==> config.mk <==
export PLATFORM = sky130hd
export DESIGN_NAME = bus_cycle_ctrl_flat
export DESIGN_NICKNAME = d
export VERILOG_FILES = /design/src/rtl/bus_cycle_ctrl_if.sv /design/src/rtl/bus_cycle_ctrl.sv /design/src/flat_wrapper.sv
export SDC_FILE = /design/constraint.sdc
export NUM_CORES = 1
export LEC_CHECK = 0
export CAP_MARGIN = 25
export CORE_MARGIN = 4
export CORE_UTILIZATION = 44
export DETAILED_ROUTE_END_ITERATION = 10
export HOLD_SLACK_MARGIN = 0.05
export PLACE_DENSITY = 0.8
export SYNTH_ARGS = -nofsm -noshare
export SYNTH_HDL_FRONTEND = slang
export SYNTH_SLANG_ARGS = --single-unit
==> constraint.sdc <==
create_clock -name phi1 -period 2.3 [get_ports phi1]
set_clock_uncertainty 0.05 [all_clocks]
set_input_delay 0.345 -clock phi1 [delete_from_list [all_inputs] [get_ports phi1]]
set_output_delay 0.345 -clock phi1 [all_outputs]
set_load 0.005 [all_outputs]
==> src/rtl/bus_cycle_ctrl_if.sv <==
`default_nettype none
// ============================================================================
// Module      : bus_cycle_ctrl_if
// Description : Decoder/pin-side bundle for the 8085 machine-cycle sequencer.
// Revision    : 1.0 - initial release
// ============================================================================
interface bus_cycle_ctrl_if;
    logic        cyc_req;
    logic [2:0]  cyc_type;
    logic [15:0] addr;
    logic [7:0]  wdata;
    logic [7:0]  ad_in;
    logic        ready;
    logic        hold;
    logic [7:0]  haddress;
    logic [7:0]  ad_out;
    logic        ad_oe;
    logic        ctl_oe;
    logic        ALE;
    logic        RDn;
    logic        WRn;
    logic        IOMn;
    logic        S0;
    logic        S1;
    logic        hlda;
    logic        cyc_ack;
    logic        cyc_done;
    logic        cyc_err;
    logic [7:0]  rdata;
    logic [2:0]  tstate;

    modport master (
        output cyc_req, cyc_type, addr, wdata, ad_in, ready, hold,
        input  haddress, ad_out, ad_oe, ctl_oe, ALE, RDn, WRn, IOMn, S0, S1,
        input  hlda, cyc_ack, cyc_done, cyc_err, rdata, tstate
    );

    modport slave (
        input  cyc_req, cyc_type, addr, wdata, ad_in, ready, hold,
        output haddress, ad_out, ad_oe, ctl_oe, ALE, RDn, WRn, IOMn, S0, S1,
        output hlda, cyc_ack, cyc_done, cyc_err, rdata, tstate
    );
endinterface
`default_nettype wire

==> src/rtl/bus_cycle_ctrl.sv <==
`default_nettype none
// ============================================================================
// Module      : bus_cycle_ctrl
// Description : 8085 T-state sequencer driving ALE/RDn/WRn/status, READY waits
//               and HOLD/HLDA bus release. All outputs are registered.
// Revision    : 1.0 - initial release
// ============================================================================
module bus_cycle_ctrl (
    input  wire logic      phi1,
    input  wire logic      rst,
    bus_cycle_ctrl_if.slave bus
);

    typedef enum logic [2:0] {
        S_TI = 3'd0,
        S_T1 = 3'd1,
        S_T2 = 3'd2,
        S_TW = 3'd3,
        S_T3 = 3'd4,
        S_T4 = 3'd5,
        S_TH = 3'd6
    } state_t;

    localparam logic [2:0] C_TYPE_FETCH = 3'd0;
    localparam logic [2:0] C_TYPE_MWR   = 3'd2;
    localparam logic [2:0] C_TYPE_IOWR  = 3'd4;

    state_t      r_state;
    logic [2:0]  r_type;
    logic [7:0]  r_wdata;
    logic [7:0]  r_haddress;
    logic [7:0]  r_ad_out;
    logic        r_ad_oe;
    logic        r_ctl_oe;
    logic        r_ale;
    logic        r_rdn;
    logic        r_wrn;
    logic        r_iomn;
    logic        r_s0;
    logic        r_s1;
    logic        r_hlda;
    logic        r_cyc_ack;
    logic        r_cyc_done;
    logic        r_cyc_err;
    logic [7:0]  r_rdata;

    logic        w_req_legal;
    logic        w_req_s1;
    logic        w_req_s0;
    logic        w_req_iomn;
    logic        w_is_wr;
    logic        w_is_fetch;

    // Status decode for the incoming request; it becomes visible in T1.
    always_comb begin
        w_req_legal = (bus.cyc_type <= C_TYPE_IOWR);
        w_req_s1    = (bus.cyc_type == 3'd0) || (bus.cyc_type == 3'd1) || (bus.cyc_type == 3'd3);
        w_req_s0    = (bus.cyc_type == 3'd0) || (bus.cyc_type == 3'd2) || (bus.cyc_type == 3'd4);
        w_req_iomn  = (bus.cyc_type == 3'd3) || (bus.cyc_type == 3'd4);
        w_is_wr     = (r_type == C_TYPE_MWR) || (r_type == C_TYPE_IOWR);
        w_is_fetch  = (r_type == C_TYPE_FETCH);
    end

    always_ff @(posedge phi1) begin
        if (rst) begin
            r_state    <= S_TI;
            r_type     <= 3'd0;
            r_wdata    <= 8'd0;
            r_haddress <= 8'd0;
            r_ad_out   <= 8'd0;
            r_ad_oe    <= 1'b0;
            r_ctl_oe   <= 1'b1;
            r_ale      <= 1'b0;
            r_rdn      <= 1'b1;
            r_wrn      <= 1'b1;
            r_iomn     <= 1'b0;
            r_s0       <= 1'b0;
            r_s1       <= 1'b0;
            r_hlda     <= 1'b0;
            r_cyc_ack  <= 1'b0;
            r_cyc_done <= 1'b0;
            r_cyc_err  <= 1'b0;
            r_rdata    <= 8'd0;
        end else begin
            r_cyc_ack  <= 1'b0;
            r_cyc_done <= 1'b0;
            r_cyc_err  <= 1'b0;
            case (r_state)
                S_TI: begin
                    if (bus.hold) begin
                        r_state  <= S_TH;
                        r_hlda   <= 1'b1;
                        r_ctl_oe <= 1'b0;
                        r_ad_oe  <= 1'b0;
                        r_ale    <= 1'b0;
                    end else if (bus.cyc_req && w_req_legal) begin
                        r_state    <= S_T1;
                        r_type     <= bus.cyc_type;
                        r_wdata    <= bus.wdata;
                        r_haddress <= bus.addr[15:8];
                        r_ad_out   <= bus.addr[7:0];
                        r_ad_oe    <= 1'b1;
                        r_ale      <= 1'b1;
                        r_s1       <= w_req_s1;
                        r_s0       <= w_req_s0;
                        r_iomn     <= w_req_iomn;
                        r_cyc_ack  <= 1'b1;
                    end else if (bus.cyc_req) begin
                        r_cyc_err <= 1'b1;
                    end
                end
                S_T1: begin
                    r_state <= S_T2;
                    r_ale   <= 1'b0;
                    if (w_is_wr) begin
                        r_wrn    <= 1'b0;
                        r_ad_oe  <= 1'b1;
                        r_ad_out <= r_wdata;
                    end else begin
                        r_rdn   <= 1'b0;
                        r_ad_oe <= 1'b0;
                    end
                end
                S_T2, S_TW: begin
                    r_state <= bus.ready ? S_T3 : S_TW;
                end
                S_T3: begin
                    if (!w_is_wr) begin
                        r_rdata <= bus.ad_in;
                    end
                    if (w_is_fetch) begin
                        r_state <= S_T4;
                        r_rdn   <= 1'b1;
                        r_ad_oe <= 1'b0;
                    end else begin
                        r_state    <= S_TI;
                        r_rdn      <= 1'b1;
                        r_wrn      <= 1'b1;
                        r_ad_oe    <= 1'b0;
                        r_s1       <= 1'b0;
                        r_s0       <= 1'b0;
                        r_iomn     <= 1'b0;
                        r_cyc_done <= 1'b1;
                    end
                end
                S_T4: begin
                    r_state    <= S_TI;
                    r_rdn      <= 1'b1;
                    r_wrn      <= 1'b1;
                    r_ad_oe    <= 1'b0;
                    r_s1       <= 1'b0;
                    r_s0       <= 1'b0;
                    r_iomn     <= 1'b0;
                    r_cyc_done <= 1'b1;
                end
                S_TH: begin
                    if (!bus.hold) begin
                        r_state  <= S_TI;
                        r_hlda   <= 1'b0;
                        r_ctl_oe <= 1'b1;
                    end
                end
                default: begin
                    r_state <= S_TI;
                end
            endcase
        end
    end

    assign bus.haddress = r_haddress;
    assign bus.ad_out   = r_ad_out;
    assign bus.ad_oe    = r_ad_oe;
    assign bus.ctl_oe   = r_ctl_oe;
    assign bus.ALE      = r_ale;
    assign bus.RDn      = r_rdn;
    assign bus.WRn      = r_wrn;
    assign bus.IOMn     = r_iomn;
    assign bus.S0       = r_s0;
    assign bus.S1       = r_s1;
    assign bus.hlda     = r_hlda;
    assign bus.cyc_ack  = r_cyc_ack;
    assign bus.cyc_done = r_cyc_done;
    assign bus.cyc_err  = r_cyc_err;
    assign bus.rdata    = r_rdata;
    assign bus.tstate   = r_state;

endmodule
`default_nettype wire
==> src/flat_wrapper.sv <==
// flat-port wrapper written by rule: the top's interface ports become plain ports
module bus_cycle_ctrl_flat 
  (phi1, rst, bus_cyc_req, bus_cyc_type, bus_addr, bus_wdata, bus_ad_in, bus_ready, bus_hold, bus_haddress, bus_ad_out, bus_ad_oe, bus_ctl_oe, bus_ALE, bus_RDn, bus_WRn, bus_IOMn, bus_S0, bus_S1, bus_hlda, bus_cyc_ack, bus_cyc_done, bus_cyc_err, bus_rdata, bus_tstate);
  bus_cycle_ctrl_if bus_i ();
  input  wire logic phi1;
  input  wire logic rst;
  input wire logic [$bits(bus_i.cyc_req)-1:0] bus_cyc_req;
  input wire logic [$bits(bus_i.cyc_type)-1:0] bus_cyc_type;
  input wire logic [$bits(bus_i.addr)-1:0] bus_addr;
  input wire logic [$bits(bus_i.wdata)-1:0] bus_wdata;
  input wire logic [$bits(bus_i.ad_in)-1:0] bus_ad_in;
  input wire logic [$bits(bus_i.ready)-1:0] bus_ready;
  input wire logic [$bits(bus_i.hold)-1:0] bus_hold;
  output wire logic [$bits(bus_i.haddress)-1:0] bus_haddress;
  output wire logic [$bits(bus_i.ad_out)-1:0] bus_ad_out;
  output wire logic [$bits(bus_i.ad_oe)-1:0] bus_ad_oe;
  output wire logic [$bits(bus_i.ctl_oe)-1:0] bus_ctl_oe;
  output wire logic [$bits(bus_i.ALE)-1:0] bus_ALE;
  output wire logic [$bits(bus_i.RDn)-1:0] bus_RDn;
  output wire logic [$bits(bus_i.WRn)-1:0] bus_WRn;
  output wire logic [$bits(bus_i.IOMn)-1:0] bus_IOMn;
  output wire logic [$bits(bus_i.S0)-1:0] bus_S0;
  output wire logic [$bits(bus_i.S1)-1:0] bus_S1;
  output wire logic [$bits(bus_i.hlda)-1:0] bus_hlda;
  output wire logic [$bits(bus_i.cyc_ack)-1:0] bus_cyc_ack;
  output wire logic [$bits(bus_i.cyc_done)-1:0] bus_cyc_done;
  output wire logic [$bits(bus_i.cyc_err)-1:0] bus_cyc_err;
  output wire logic [$bits(bus_i.rdata)-1:0] bus_rdata;
  output wire logic [$bits(bus_i.tstate)-1:0] bus_tstate;
  assign bus_i.cyc_req = bus_cyc_req;
  assign bus_i.cyc_type = bus_cyc_type;
  assign bus_i.addr = bus_addr;
  assign bus_i.wdata = bus_wdata;
  assign bus_i.ad_in = bus_ad_in;
  assign bus_i.ready = bus_ready;
  assign bus_i.hold = bus_hold;
  assign bus_haddress = bus_i.haddress;
  assign bus_ad_out = bus_i.ad_out;
  assign bus_ad_oe = bus_i.ad_oe;
  assign bus_ctl_oe = bus_i.ctl_oe;
  assign bus_ALE = bus_i.ALE;
  assign bus_RDn = bus_i.RDn;
  assign bus_WRn = bus_i.WRn;
  assign bus_IOMn = bus_i.IOMn;
  assign bus_S0 = bus_i.S0;
  assign bus_S1 = bus_i.S1;
  assign bus_hlda = bus_i.hlda;
  assign bus_cyc_ack = bus_i.cyc_ack;
  assign bus_cyc_done = bus_i.cyc_done;
  assign bus_cyc_err = bus_i.cyc_err;
  assign bus_rdata = bus_i.rdata;
  assign bus_tstate = bus_i.tstate;
  bus_cycle_ctrl u_core (.phi1(phi1), .rst(rst), .bus(bus_i));
endmodule
Figure 1. M1 wires.
The bar under the picture is 20 µm long. Cells faint in the background.
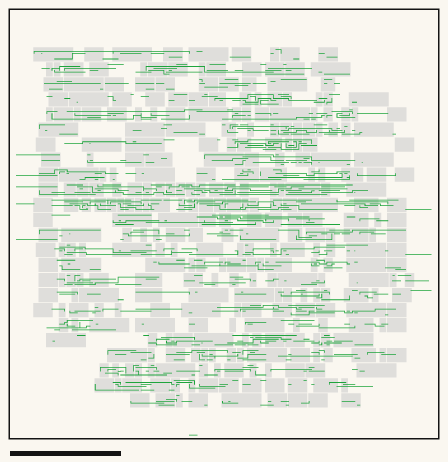
main direction	horizontal
nets with wire on the layer	333
share of all routed wire	43%
wire length on this layer	2250 µm
met1 track utilization from global routing: 21.1%
total wirelength of the detailed-routed design: 5270 µm
number of vias after detailed routing: 1941

Figure 2. Met2 routing.
The bar under the picture is 20 µm long. Cells faint in the background.
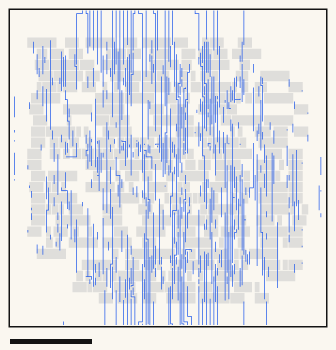
share of all routed wire	52%
nets with wire on the layer	298
wire length on this layer	2720 µm
main direction	vertical
longest straight run	38.9 µm
fraction of met2 tracks used by global routing: 32.6%

==> out/summary.txt <==
Total power per unit cell area -> 677 nW/µm²
Maximum vdd ir drop -> 0.377 mV
Power share of the sequential group -> 48.1%
Worst EP arrival -> 1.60 ns
Share of cells above drive strength 1 -> 8.81%
Dpl hpwl -> 3970 µm
Port Buffers -> 78
Flip-flop and latch count after synthesis -> 50
Yosys Instances -> 252
Register share after synthesis -> 47.3%
Worst Tran Pin Value -> 0.690 ns
Critical Path RT -> 1.90 ns
Via-per-instance ratio -> 5.09
Number of diodes added for antenna fixing -> 0
Post-synthesis instance total -> 252
P_sw -> 583 µW
Count of library flops with an enable pin -> 0
Clk pwr share -> 25.4%
Largest net degree at the start of global routing -> 27
Kind of start point of the critical path -> register
Share of the core filled with cells -> 67.7%
Layout Nets -> 368
Cell family with most CP delay -> flip-flops
Worst slack on hold paths -> 0.407 ns
Int Power -> 1480 µW
Endpoint of the lowest-slack register-to-register path -> u_core.bus.ad_out[5]
Worst min path class -> register to register
Total core area -> 4500 µm²
Primary FF master, synth -> dfxtp_1
Total global-route track usage -> 17.6%
Growth of design area from synthesis to finish -> 44.0%
Post-route design area -> 3050 µm²
Hold Fails Final Rpt -> 0
Number of buffer and inverter stages on the critical path -> 1
Gr ovfl total -> 0
Hold-fix buffers, CTS -> 0
Width of the die -> 77.4 µm
Die outline area -> 5990 µm²
Number of global-route vias before repair -> 1801
Pins over their slew limit -> 0
Fraction of registers with async set or reset after synthesis -> 0%
Post-route clock period utilization -> 86.9%
Yosys chip area -> 2120 µm²
Largest cells by area after synthesis -> dfxtp_1 (47%), nand2_1 (9.0%), a21oi_1 (9.0%)
Die H -> 77.4 µm
Final number of setup-violating endpoints -> 0
CP max FO -> 16
Std cell rows -> 24
Antenna violations before repair -> 0
Area of the mapped netlist -> 2120 µm²
Setup_tns -> 0 ns
Status -> finished, final reports clean
Setup repair after global routing missed its margin -> false
Setup bufs post-CTS -> 0
Worst Setup End Kind -> output port
Total DRC errors in the routed layout -> 0
Worst slew margin relative to its limit -> 53.6%
Number of H-tree levels -> 2
Number of buffers added by the clock tree synthesis step -> 5
TritonCTS clock tree -> built
Avg Synthesized Cell Area -> 8.40 µm²
Number of maximum-capacitance constraint violations -> 0
Number of optimization iterations in the first detailed-route pass -> 5
Wire length of the first global-routing pass -> 8680 µm
Portion of synthesized cell area occupied by the leading cell type -> 47.3%
Source-to-sink clock delay at the later pin of the worst-skew pair -> 0.29 ns
Placed standard-cell area -> 2950 µm²
FF-to-FF Start -> u_core.r_type[1]
Switching fraction of total power -> 28.3%
Warning count from the yosys run -> 0
Worst hold path stage count -> 2
Post-Syn Nets -> 292
Overall power after layout -> 2060 µW
Placer Congestion -> 0.797
Clock root buffer -> clkbuf_8
Leakage -> 0.00113 µW
Ports -> 79
Combinational power share -> 26.5%
Mean routed wirelength per cell -> 13.8 µm
Cell breakdown of the critical path -> clkdlybuf4s50_1
Worst hold path startpoint -> u_core.bus.haddress[0]
Maximum frequency from static timing analysis -> 500 MHz
Count of tool warnings -> 26
Clock-pin slew of the registers on the worst-case setup and hold paths -> 0.09 ns
Reg2Reg Depth -> 4
Critical-path cell with the highest stage delay -> dfxtp_1
Time the final worst path needs with I/O delays and setup -> 2.00 ns
Hold Path End -> u_core.bus.haddress[0]
Filler instances -> 393
Post-cts gate resize count -> 0
## how the worst max path moves through the flow
stage | from | end | slack (ns) | cells past startpoint
floorplan | u_core.bus.tstate[0] | u_core.bus.ad_out[0] | 0.48 | 5
global placement | bus_hold | u_core.bus.ad_out[1] | 0.23 | 5
detailed placement | bus_hold | u_core.bus.ad_out[7] | 0.19 | 5
CTS | u_core.bus.tstate[1] | bus_tstate[1] | 0.32 | 1
global route | u_core.bus.tstate[1] | bus_tstate[1] | 0.25 | 1
finish | u_core.bus.tstate[1] | bus_tstate[1] | 0.30 | 1
## worst min-delay path: cells and delay by family (launching register included)
kind               cells  cell delay [ns]
DFF                    1             0.32
and+or+nand+nor        1             0.05
AOI/OAI and AO/OA      1             0.05
## flip-flops by register name, indices dropped and copies added, names as in the netlist, 3 cells and up
signal	flops
u_core.bus.ad_out	8
u_core.bus.haddress	8
u_core.r_type	3
u_core.bus.rdata	8
u_core.bus.tstate	3
u_core.r_wdata	8
## stage by stage
stage                     instances  setup WS (ns)
after CTS                       381          0.321
final                           381          0.301
after detailed placement        373          0.192
after global placement          373          0.234
after global routing            381          0.252
after floorplan                 252          0.475
## cells in the mapped netlist, types with 2 or more instances
library cell and n:
a21oi_1 38, mux2i_1 16, nor4_1 2, a211oi_1 2
nand3_1 4, nor3_1 2, inv_1 13, o21ai_0 8
a211oi_2 8, nor2_1 14, nor2b_1 4, dfxtp_1 50
clkbuf_1 15, a31oi_1 3, a21o_1 2, nor3b_1 3
o21ai_1 2, nand2_1 51
## power by group through the flow
stage	registers (µW)	logic, µW	clock network, µW
3_5_place_dp	1010	546	0
2_1_floorplan	1000	299	0
5_1_grt	1010	600	577
4_1_cts	992	549	540
6_report	993	546	524
3_3_place_gp	1010	540	0
## layout by cell type (no fill, tap or decap), drive strengths merged
cell type,instances
nor2,14
inv,13
a21o,2
xnor2,1
o221a,1
o21bai,1
nand3,4
a21oi,38
clkbuf,6
a211oi,10
nor3b,3
o22a,1
o22ai,1
clkinv,1
dfxtp,50
clkdlybuf4s50,77
and3,1
a22oi,1
mux2i,16
nor2b,4
o21ai,11
a31oi,3
nand3b,1
nor3,2
clkinvlp,1
nor4,3
or4,1
a211o,1
buf,9
or3b,1
nand2,51
## cell type report
| cell class | instances | area (µm²) | area share (%) |
|---|---|---|---|
| Multi-Input combinational cell | 172 | 1000 | 32.9 |
| Sequential cell | 50 | 1000 | 32.8 |
| Timing Repair Buffer | 86 | 836 | 27.4 |
| Clock buffer | 6 | 82.6 | 2.71 |
| Tap cell | 52 | 65.1 | 2.13 |
| Inverter | 13 | 48.8 | 1.60 |
| Clock inverter | 2 | 12.5 | 0.411 |
## kinds of logic after synthesis
group	count (synthesis)	share of synthesized area [%]
AOI/OAI and AO/OA	70	21.6
xor gates and xnor gates	1	0.414
buffers and inverters	30	5.38
DFF	50	47.3
muxes	16	7.56
and+or+nand+nor	85	17.8
## per-layer routing
metal	vias to the layer above	wire (µm)	global-route usage, %	share of wire (%)
li1	1013	-	-	-
met1	869	2250	21.1	43
met2	55	2720	32.6	52
met3	4	260	2.89	4.9
met4	0	43	4.80	0.82
met5	-	0	0	0
No activity file was given, so power comes from the tool's default toggle rates.
